**The metal 1 layer**

The bar under the picture is 200 um long. Supply wires on this layer in grey.
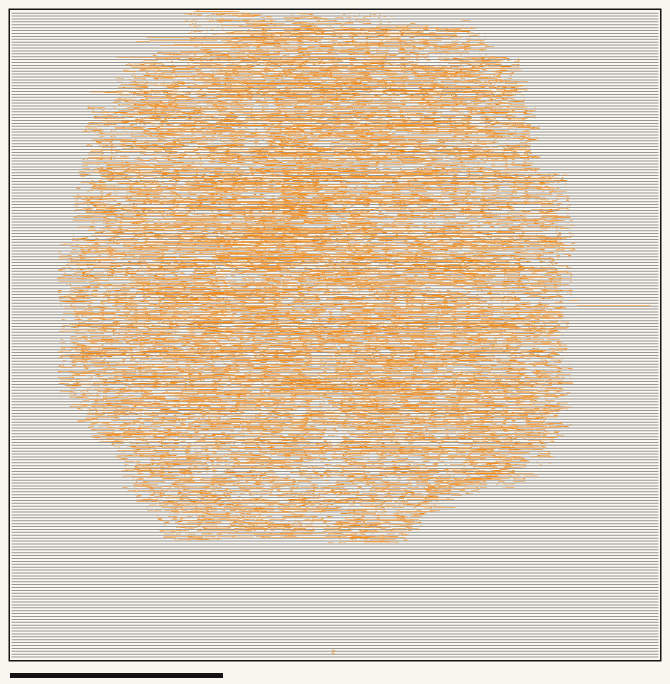
**Signal wires on met2**

The bar under the picture is 200 um long.
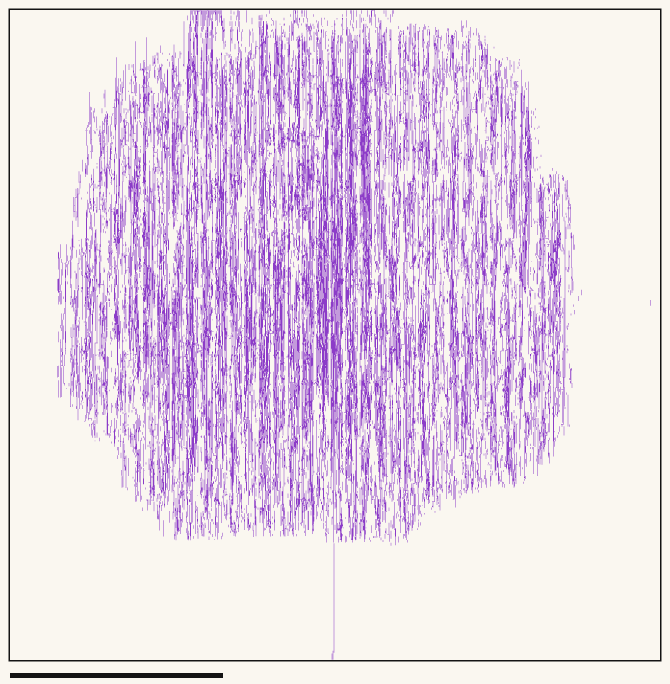
**M3 wires**

Cells faint in the background.
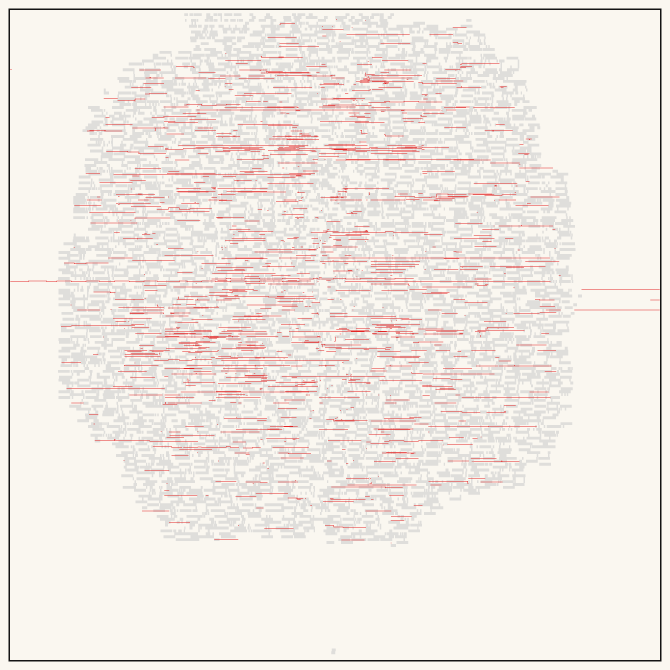
**Metal 4**

The bar under the picture is 200 um long. Supply wires on this layer in grey.
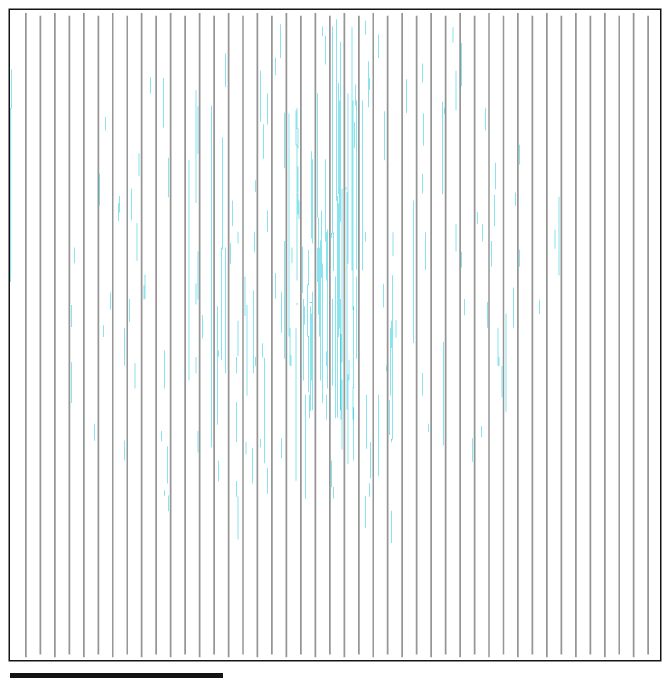
**Routing congestion**

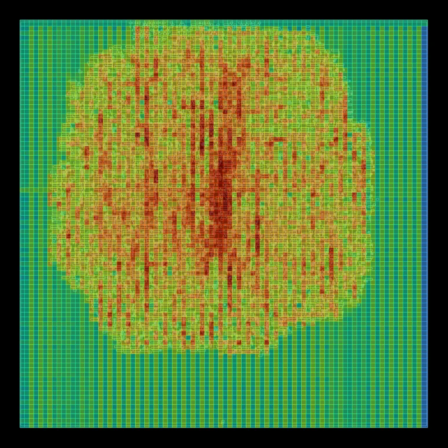
--- src/rtl/tap_delay_line.sv ---
// Multi-channel circular-buffer tap delay line: each accepted sample strobe streams every tap
// of every channel, newest first. Define TAP_DELAY_LINE_SYMMETRIC_FOLD_EN for folded readout.
module tap_delay_line #(
  parameter int DATA_W   = 16,
  parameter int DEPTH    = 64,
  parameter int CHANNELS = 2
) (
  input  logic                                              clk,
  input  logic                                              rst,
  input  logic                                              i_sample_valid,
  input  logic [CHANNELS*DATA_W-1:0]                        i_sample,
  output logic                                              o_ready,
  output logic signed [DATA_W:0]                            o_tap,
  output logic                                              o_tap_valid,
  output logic [$clog2(DEPTH)-1:0]                          o_tap_idx,
  output logic [((CHANNELS > 1) ? $clog2(CHANNELS) : 1)-1:0] o_chan,
  output logic                                              o_first,
  output logic                                              o_last,
  output logic                                              o_frame_done,
  output logic                                              o_overrun
);
  localparam int AW = $clog2(DEPTH);
  localparam int CW = (CHANNELS > 1) ? $clog2(CHANNELS) : 1;
  localparam int WW = CHANNELS * DATA_W;
`ifdef TAP_DELAY_LINE_SYMMETRIC_FOLD_EN
  localparam int TAPS = DEPTH / 2;
`else
  localparam int TAPS = DEPTH;
`endif

  typedef enum logic [1:0] {CLEAR, IDLE, READ} state_t;
  state_t state_q, state_d;

  logic [WW-1:0] mem [DEPTH];
  logic [AW-1:0] wr_ptr, base, rd_k, addr_a;
  logic [CW-1:0] rd_ch;
  logic          last_addr, accept;

  assign last_addr = (rd_k == AW'(TAPS - 1)) && (rd_ch == CW'(CHANNELS - 1));
  assign accept    = i_sample_valid && o_ready;
  assign addr_a    = base - rd_k;

  always_ff @(posedge clk) begin
    if (rst) state_q <= CLEAR;
    else     state_q <= state_d;
  end

  always_comb begin
    state_d = state_q;
    o_ready = 1'b0;
    unique case (state_q)
      CLEAR: if (wr_ptr == AW'(DEPTH - 1)) state_d = IDLE;
      IDLE: begin
        o_ready = 1'b1;
        if (i_sample_valid) state_d = READ;
      end
      // The final read address overlaps the next write slot; the next frame may start here.
      READ: if (last_addr) begin
        o_ready = 1'b1;
        state_d = i_sample_valid ? READ : IDLE;
      end
      default: state_d = CLEAR;
    endcase
  end

  // wr_ptr doubles as the CLEAR sweep address and wraps back to 0 when the sweep ends.
  always_ff @(posedge clk) begin
    if (rst) begin
      wr_ptr    <= '0;
      base      <= '0;
      rd_k      <= '0;
      rd_ch     <= '0;
      o_overrun <= 1'b0;
    end else begin
      if (state_q == CLEAR) begin
        wr_ptr <= wr_ptr + 1'b1;
      end else if (accept) begin
        wr_ptr <= wr_ptr + 1'b1;
        base   <= wr_ptr;
        rd_k   <= '0;
        rd_ch  <= '0;
      end else if (state_q == READ) begin
        if (rd_k == AW'(TAPS - 1)) begin
          rd_k  <= '0;
          rd_ch <= rd_ch + 1'b1;
        end else begin
          rd_k <= rd_k + 1'b1;
        end
      end
      if (i_sample_valid && !o_ready) o_overrun <= 1'b1;
    end
  end

  // NOTE: the buffer and read words carry no reset so they can map onto RAM; CLEAR zeroes the taps.
  always_ff @(posedge clk) begin
    if (state_q == CLEAR) mem[wr_ptr] <= '0;
    else if (accept)      mem[wr_ptr] <= i_sample;
  end

  logic [WW-1:0] word_a;
  always_ff @(posedge clk) word_a <= mem[addr_a];

  logic                 s1_valid, s1_end;
  logic [AW-1:0]        s1_k;
  logic [CW-1:0]        s1_ch;
  logic signed [DATA_W-1:0] xa;
  logic signed [DATA_W:0]   tap_d;

  always_ff @(posedge clk) begin
    if (rst) begin
      s1_valid <= 1'b0;
      s1_end   <= 1'b0;
      s1_k     <= '0;
      s1_ch    <= '0;
    end else begin
      s1_valid <= (state_q == READ);
      s1_end   <= (state_q == READ) && last_addr;
      s1_k     <= rd_k;
      s1_ch    <= rd_ch;
    end
  end

  assign xa = word_a[s1_ch*DATA_W +: DATA_W];

`ifdef TAP_DELAY_LINE_SYMMETRIC_FOLD_EN
  logic [AW-1:0]            addr_b;
  logic [WW-1:0]            word_b;
  logic signed [DATA_W-1:0] xb;

  // Mirror tap DEPTH-1-k lives at base - (DEPTH-1-k) = base + 1 + k.
  assign addr_b = base + AW'(1) + rd_k;
  always_ff @(posedge clk) word_b <= mem[addr_b];
  assign xb    = word_b[s1_ch*DATA_W +: DATA_W];
  assign tap_d = {xa[DATA_W-1], xa} + {xb[DATA_W-1], xb};
`else
  assign tap_d = {xa[DATA_W-1], xa};
`endif

  logic frame_end_q;

  always_ff @(posedge clk) begin
    if (rst) begin
      o_tap_valid  <= 1'b0;
      o_tap        <= '0;
      o_tap_idx    <= '0;
      o_chan       <= '0;
      o_first      <= 1'b0;
      o_last       <= 1'b0;
      frame_end_q  <= 1'b0;
      o_frame_done <= 1'b0;
    end else begin
      o_tap_valid  <= s1_valid;
      o_tap        <= s1_valid ? tap_d : '0;
      o_tap_idx    <= s1_valid ? s1_k : '0;
      o_chan       <= s1_valid ? s1_ch : '0;
      o_first      <= s1_valid && (s1_k == '0);
      o_last       <= s1_valid && (s1_k == AW'(TAPS - 1));
      frame_end_q  <= s1_end;
      o_frame_done <= frame_end_q;
    end
  end

endmodule

--- config.mk ---
export PLATFORM = sky130hd
export DESIGN_NAME = tap_delay_line
export DESIGN_NICKNAME = d
export VERILOG_FILES = /design/src/rtl/tap_delay_line.sv
export SDC_FILE = /design/constraint.sdc
export NUM_CORES = 2
export LEC_CHECK = 0
export ABC_AREA = 1
export CAP_MARGIN = 20
export CORE_UTILIZATION = 25
export CTS_BUF_LIST = sky130_fd_sc_hd__clkbuf_4 sky130_fd_sc_hd__clkbuf_8
export DETAILED_ROUTE_END_ITERATION = 8
export GPL_TIMING_DRIVEN = 1
export PLACE_DENSITY = 0.48
export SLEW_MARGIN = 40
export SYNTH_ARGS = -nofsm -noshare
export SYNTH_HDL_FRONTEND = slang
export SYNTH_SLANG_ARGS = --single-unit
--- constraint.sdc ---
create_clock -name clk -period 4 [get_ports clk]
set_input_delay 0.6 -clock clk [delete_from_list [all_inputs] [get_ports clk]]
set_output_delay 0.6 -clock clk [all_outputs]
set_load 0.01 [all_outputs]
==> out/summary.log <==
INFO  worst_setup_path path_class=flop to flop
INFO  power          power_combinational=0.000503W
INFO  final_layout   regMostFlops=mem
INFO  floorplan      floorplan.initialDensity=25.2%
INFO  final_layout   combAreaFraction=21.0%
INFO  sta            fin_crit=3.89ns
INFO  logic_synthesis ys_sh_xor=0.110%
INFO  sta            final_max_slew_violation_count=0
INFO  status         outcome=finished, final reports clean
INFO  logic_synthesis yosys.cell_types.count=35
INFO  power          share_seq_of_total_power=54.5%
INFO  clock_tree     cts_root_buf=sky130_fd_sc_hd__clkbuf_8
INFO  final_layout   final-clk-cell-share=6.68%
INFO  final_layout   seq_cell_count=2139
INFO  final_layout   dominant_cells=registers
INFO  sta            finClkSkew=0.0942ns
INFO  logic_synthesis aoi_share=1.30%
INFO  clock_tree     tritoncts=done
INFO  sta            timing.setup.tns=0ns
INFO  logic_synthesis yosysWarnings=0
INFO  global_route   grt_pass1_vias=60600
## Picture notes: 'the metal 1 layer'
The wires run mostly horizontal. The layer holds 45% of the routed length. 8958 nets have wire on it. The layer carries 136 mm of wire. The longest straight run is 187 um.
GRT met1 Usage: 22.0%
total wire length: 304 mm
Vias: 63400

## Picture notes: 'signal wires on met2'
6132 nets have wire on it. The wires run mostly vertical. The layer carries 139 mm of wire.
met2 capacity usage during global routing: 25.5%

## Picture notes: 'M3 wires'
The layer carries 17700 um of wire. The layer holds 5.8% of the routed length. The wires run mostly horizontal.
met3 global-route usage: 2.42%

## Picture notes: 'metal 4'
The longest straight run is 320 um. The layer holds 3.6% of the routed length.

## Picture notes: 'routing congestion'
global-route usage over all layers: 16.0%
grt peak-use layer: met2
final cell utilization of the core: 29.6%

Power figures rest on the tool's default switching activity, not on a simulated workload.
